Figure 1. Placed cells, one color a class.
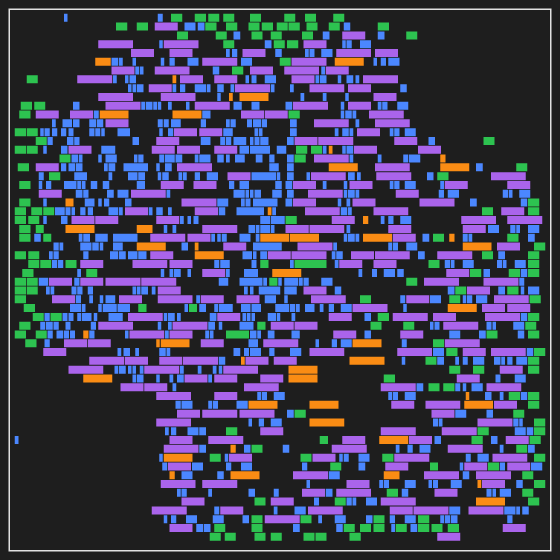
Figure 2. Signal metal coverage by tile.
Bar = 50 um. The die is cut into 33 by 33 equal tiles; dark blue is low, red is high, scaled to the fullest tile. Values are wire area over tile area, all layers added.
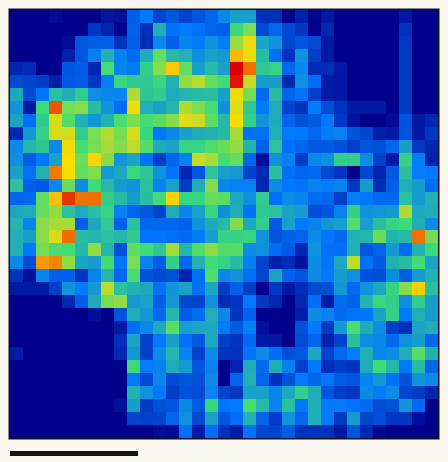
==> src/rtl/ifetch.sv <==
// ifetch: in-order instruction fetch with a 2-deep request window, response FIFO and branch redirect
`ifndef ADDR_W
`define ADDR_W 32
`endif
`ifndef INSTR_W
`define INSTR_W 32
`endif

module ifetch #(
  parameter logic [`ADDR_W-1:0] RESET_PC = '0,
  parameter int MAX_OUTSTANDING = 2
) (
  input  logic                clk,
  input  logic                clr,
  input  logic                stall,
  input  logic                i_branch_taken,
  input  logic [`ADDR_W-1:0]  i_branch_target,
  output logic                o_imem_req,
  output logic [`ADDR_W-1:0]  o_imem_addr,
  input  logic                i_imem_valid,
  input  logic [`INSTR_W-1:0] i_imem_data,
  output logic [`ADDR_W-1:0]  o_pc,
  output logic [`INSTR_W-1:0] o_instr
);
  localparam int AW = `ADDR_W;
  localparam int IW = `INSTR_W;
  localparam logic [2:0] LIM = 3'(MAX_OUTSTANDING);
  localparam logic [AW-1:0] STEP = AW'(IW / 8);
  localparam logic [AW-1:0] ALIGN = ~AW'(3);
  logic [1:0] o_q, o_d, f_q, f_d, d_q, d_d;
  logic [AW-1:0] pc_q, pc_d;
  logic [AW-1:0] p_q [2];
  logic [AW-1:0] p_d [2];
  logic [AW-1:0] fp_q [2];
  logic [AW-1:0] fp_d [2];
  logic [IW-1:0] fi_q [2];
  logic [IW-1:0] fi_d [2];
  logic pop, req, rsp, keep, show, pw, fw;
  assign pop = ~clr & ~i_branch_taken & ~stall & (f_q != 2'd0);
  assign req = ~clr & ~i_branch_taken & ((3'(o_q) + 3'(f_q) - 3'(pop)) < LIM);
  // a strobe with nothing outstanding is illegal and simply ignored
  assign rsp = i_imem_valid & (o_q != 2'd0);
  assign keep = rsp & (d_q == 2'd0);
  // slots are shift-style, so the write slot is occupancy after this cycle's pop
  assign pw = o_q[0] ^ rsp;
  assign fw = f_q[0] ^ pop;
  assign show = ~clr & ~i_branch_taken & (f_q != 2'd0);
  assign o_imem_req = req;
  assign o_imem_addr = pc_q;
  assign o_pc = show ? fp_q[0] : '0;
  assign o_instr = show ? fi_q[0] : '0;
  always_comb begin
    pc_d = i_branch_taken ? (i_branch_target & ALIGN) : req ? pc_q + STEP : pc_q;
    o_d = o_q + 2'(req) - 2'(rsp);
    f_d = i_branch_taken ? 2'd0 : f_q + 2'(keep) - 2'(pop);
    // a redirect drops everything still in flight after this cycle's response
    d_d = i_branch_taken ? o_q - 2'(rsp) : d_q - 2'(rsp & ~keep);
    p_d[0] = rsp ? p_q[1] : p_q[0];
    p_d[1] = p_q[1];
    if (req) p_d[pw] = pc_q;
    fp_d[0] = pop ? fp_q[1] : fp_q[0];
    fp_d[1] = fp_q[1];
    fi_d[0] = pop ? fi_q[1] : fi_q[0];
    fi_d[1] = fi_q[1];
    if (keep) begin
      fp_d[fw] = p_q[0];
      fi_d[fw] = i_imem_data;
    end
  end
  always_ff @(posedge clk) begin
    if (clr) begin
      pc_q <= RESET_PC;
      o_q <= '0;
      f_q <= '0;
      d_q <= '0;
    end else begin
      pc_q <= pc_d;
      o_q <= o_d;
      f_q <= f_d;
      d_q <= d_d;
    end
  end
  always_ff @(posedge clk) begin
    p_q <= p_d;
    fp_q <= fp_d;
    fi_q <= fi_d;
  end
endmodule
==> config.mk <==
export PLATFORM = sky130hd
export DESIGN_NAME = ifetch
export DESIGN_NICKNAME = d
export VERILOG_FILES = /design/src/rtl/ifetch.sv
export SDC_FILE = /design/constraint.sdc
export NUM_CORES = 1
export LEC_CHECK = 0
export ABC_CLOCK_PERIOD_IN_PS = 6000
export CAP_MARGIN = 30
export CORE_MARGIN = 1
export CORE_UTILIZATION = 35
export CTS_CLUSTER_SIZE = 16
export DETAILED_ROUTE_END_ITERATION = 16
export SYNTH_ARGS = -nofsm -noshare
export SYNTH_HDL_FRONTEND = slang
export SYNTH_SLANG_ARGS = --single-unit
==> constraint.sdc <==
create_clock -name clk -period 6 [get_ports clk]
set_input_delay 0.6 -clock clk [delete_from_list [all_inputs] [get_ports clk]]
set_output_delay 0.6 -clock clk [all_outputs]
set_load 0.02 [all_outputs]
==> qor.csv <==
stage,metric,value,unit
power_and_ir_drop,ir_drop,0.193,mV
flow_run,tool_warnings,28,
grt,grt_first_pass_wirelength,36900,um
final_timing,hold_viol,0,
power_and_ir_drop,leakagePower,4.25,nW
setup_path,critPathMaxFanout,23,
layout,design.seq.count,228,
outcome,run_status,"complete, no violations",
synthesis,yosysCellCount,903,
layout,nonClkBufAreaFrac,14.1,%
synthesis,ff_type,dfxtp_1,
grt,grt_max_degree,96,
setup_path,critical_path_class,in2out,
layout,area_growth,28.7,%
route,met2WireLength,10200,um
clock_tree,path_clk_slew,0.06,ns
floorplanning,fp_util,35.5,%
power_and_ir_drop,comb_power_share,17.8,%
route,dr_total_vias,6980,
layout,clock_buffers,36,
power_and_ir_drop,powerDensity,379,mW/mm^2
setup_path,cp_num_buf_inv,4,
synthesis,top_area_share,30.3,%
synthesis,netlist_area,0.00953,mm^2
route,drtIter0Drc,566,
layout,seqCellArea,0.00553,mm^2
floorplanning,die_w,167,um
clock_tree,clock_latency,0.51,ns
synthesis,syn_inst,903,
clock_tree,cts_resized,0,
route,drc,0,
floorplanning,chipArea,0.0279,mm^2
setup_path,cpPeakStageDelay,0.72,ns
setup_path,cp-start-kind,input pin,
grt,grt.busiest_layer,met2,
final_timing,fmax,204,MHz
final_timing,grt_setup_unrepaired,no,
synthesis,largest_area_cell,edfxtp_1,
setup_path,cp-end-kind,output pin,
route,wl_per_cell,16.2,um
synthesis,yosys_warnings,0,
route,vias_per_cell,4.97,
synthesis,postSynthSeqShare,58.0,%
grt,met2_usage,26.3,%
synthesis,common_cells,"nand2_1, dfxtp_1, edfxtp_1",
place,hpwl,14500,um
synthesis,synthTopCellsByArea,"edfxtp_1, dfxtp_1, mux2i_1, nand2_1, and2_1",
synthesis,yosys.area_share.adder,1.13,%
clock_tree,clockBufferDepth,3,
setup_path,path_cells,"clkdlybuf4s50_1, nor2_2, a21boi_4, and2b_4, ha_1, inv_1, nand2_1, fa_1, xor2_1, nand3_1, inv_1, clkdlybuf4s50_1",
final_timing,finalSetupViolations,0,
final_timing,slew_violations,0,
grt,grt_use_total,16.4,%
layout,lay_top_count,clkdlybuf4s50_1,
power_and_ir_drop,switching_share,27.8,%
synthesis,ys_sh_mux,7.40,%
floorplanning,tapCellCount,341,
setup_path,cp_data_arrival_time,4.31,ns
route,wl_met1,10800,um
clock_tree,cts_setup_buffers,0,
setup_path,crit_required,5.40,ns
power_and_ir_drop,p_seq_share,48.9,%
hold_path,hold_class,reg2reg,
route,drt-total-wl,22700,um
power_and_ir_drop,top_power_group,registers,
layout,largestClassByArea,registers,
synthesis,syn_avg_cell_area,10.5,um^2
route,wl_met3,1350,um
synthesis,edf_count,96,
synthesis,async_reset_ff_share,0,%
layout,comb_area_share,30.0,%
clock_tree,ctsHoldBuffers,0,
power_and_ir_drop,comb-power,0.829,mW
layout,diodes,0,
grt,met1_usage,22.9,%
place,port_buffers,161,
power_and_ir_drop,pg_clk,1.55,mW
clock_tree,cts.root.buffer_cell,clkbuf_16,
route,ant_nets,0,
clock_tree,cts_tree,built,
synthesis,ys_top_logic_family,simple AND/OR/NAND/NOR gates,
power_and_ir_drop,switching_power,1.29,mW
floorplanning,die_h,167,um
synthesis,xor_area_share,1.38,%
floorplanning,num_rows,60,
Notes on Figure 1 above:
color	class	cells	share of their area
blue	remaining logic cells	615	32%
orange	clock drivers and dummy loads	48	7.2%
purple	registers	228	47%
green	remaining buffers and delay cells	172	15%

Notes on Figure 2 above:
fullest tile	0.50
tiles over half the peak	12%
mean over tiles	0.13
nearly empty tiles	17%

==> worst paths after layout <==
kind / from / end / slack (ns) / cells past startpoint
setup / recovery: clr / o_imem_req / 1.09 / 12
hold reg to reg: p_q[46]$_DFF_P_ / flip-flop / 0.45 / 0
setup reg to reg: f_q[1]$_SDFF_PP0_ / flip-flop / 1.90 / 12
hold / removal: p_q[46]$_DFF_P_ / flip-flop / 0.45 / 0
==> per-stage QoR <==
stage	cell area, um^2	setup slack, ns	hold slack [ns]	instances
final	12300	1.09	0.453	1404
after global routing	12300	0.748	0.475	1404
after CTS	12300	1.01	0.454	1404
after detailed placement	11400	0.902	0.439	1356
after global placement	11400	0.927	0.439	1354
after floorplan	9530	1.76	0.429	904
Power is estimated from default activity; no workload was simulated.
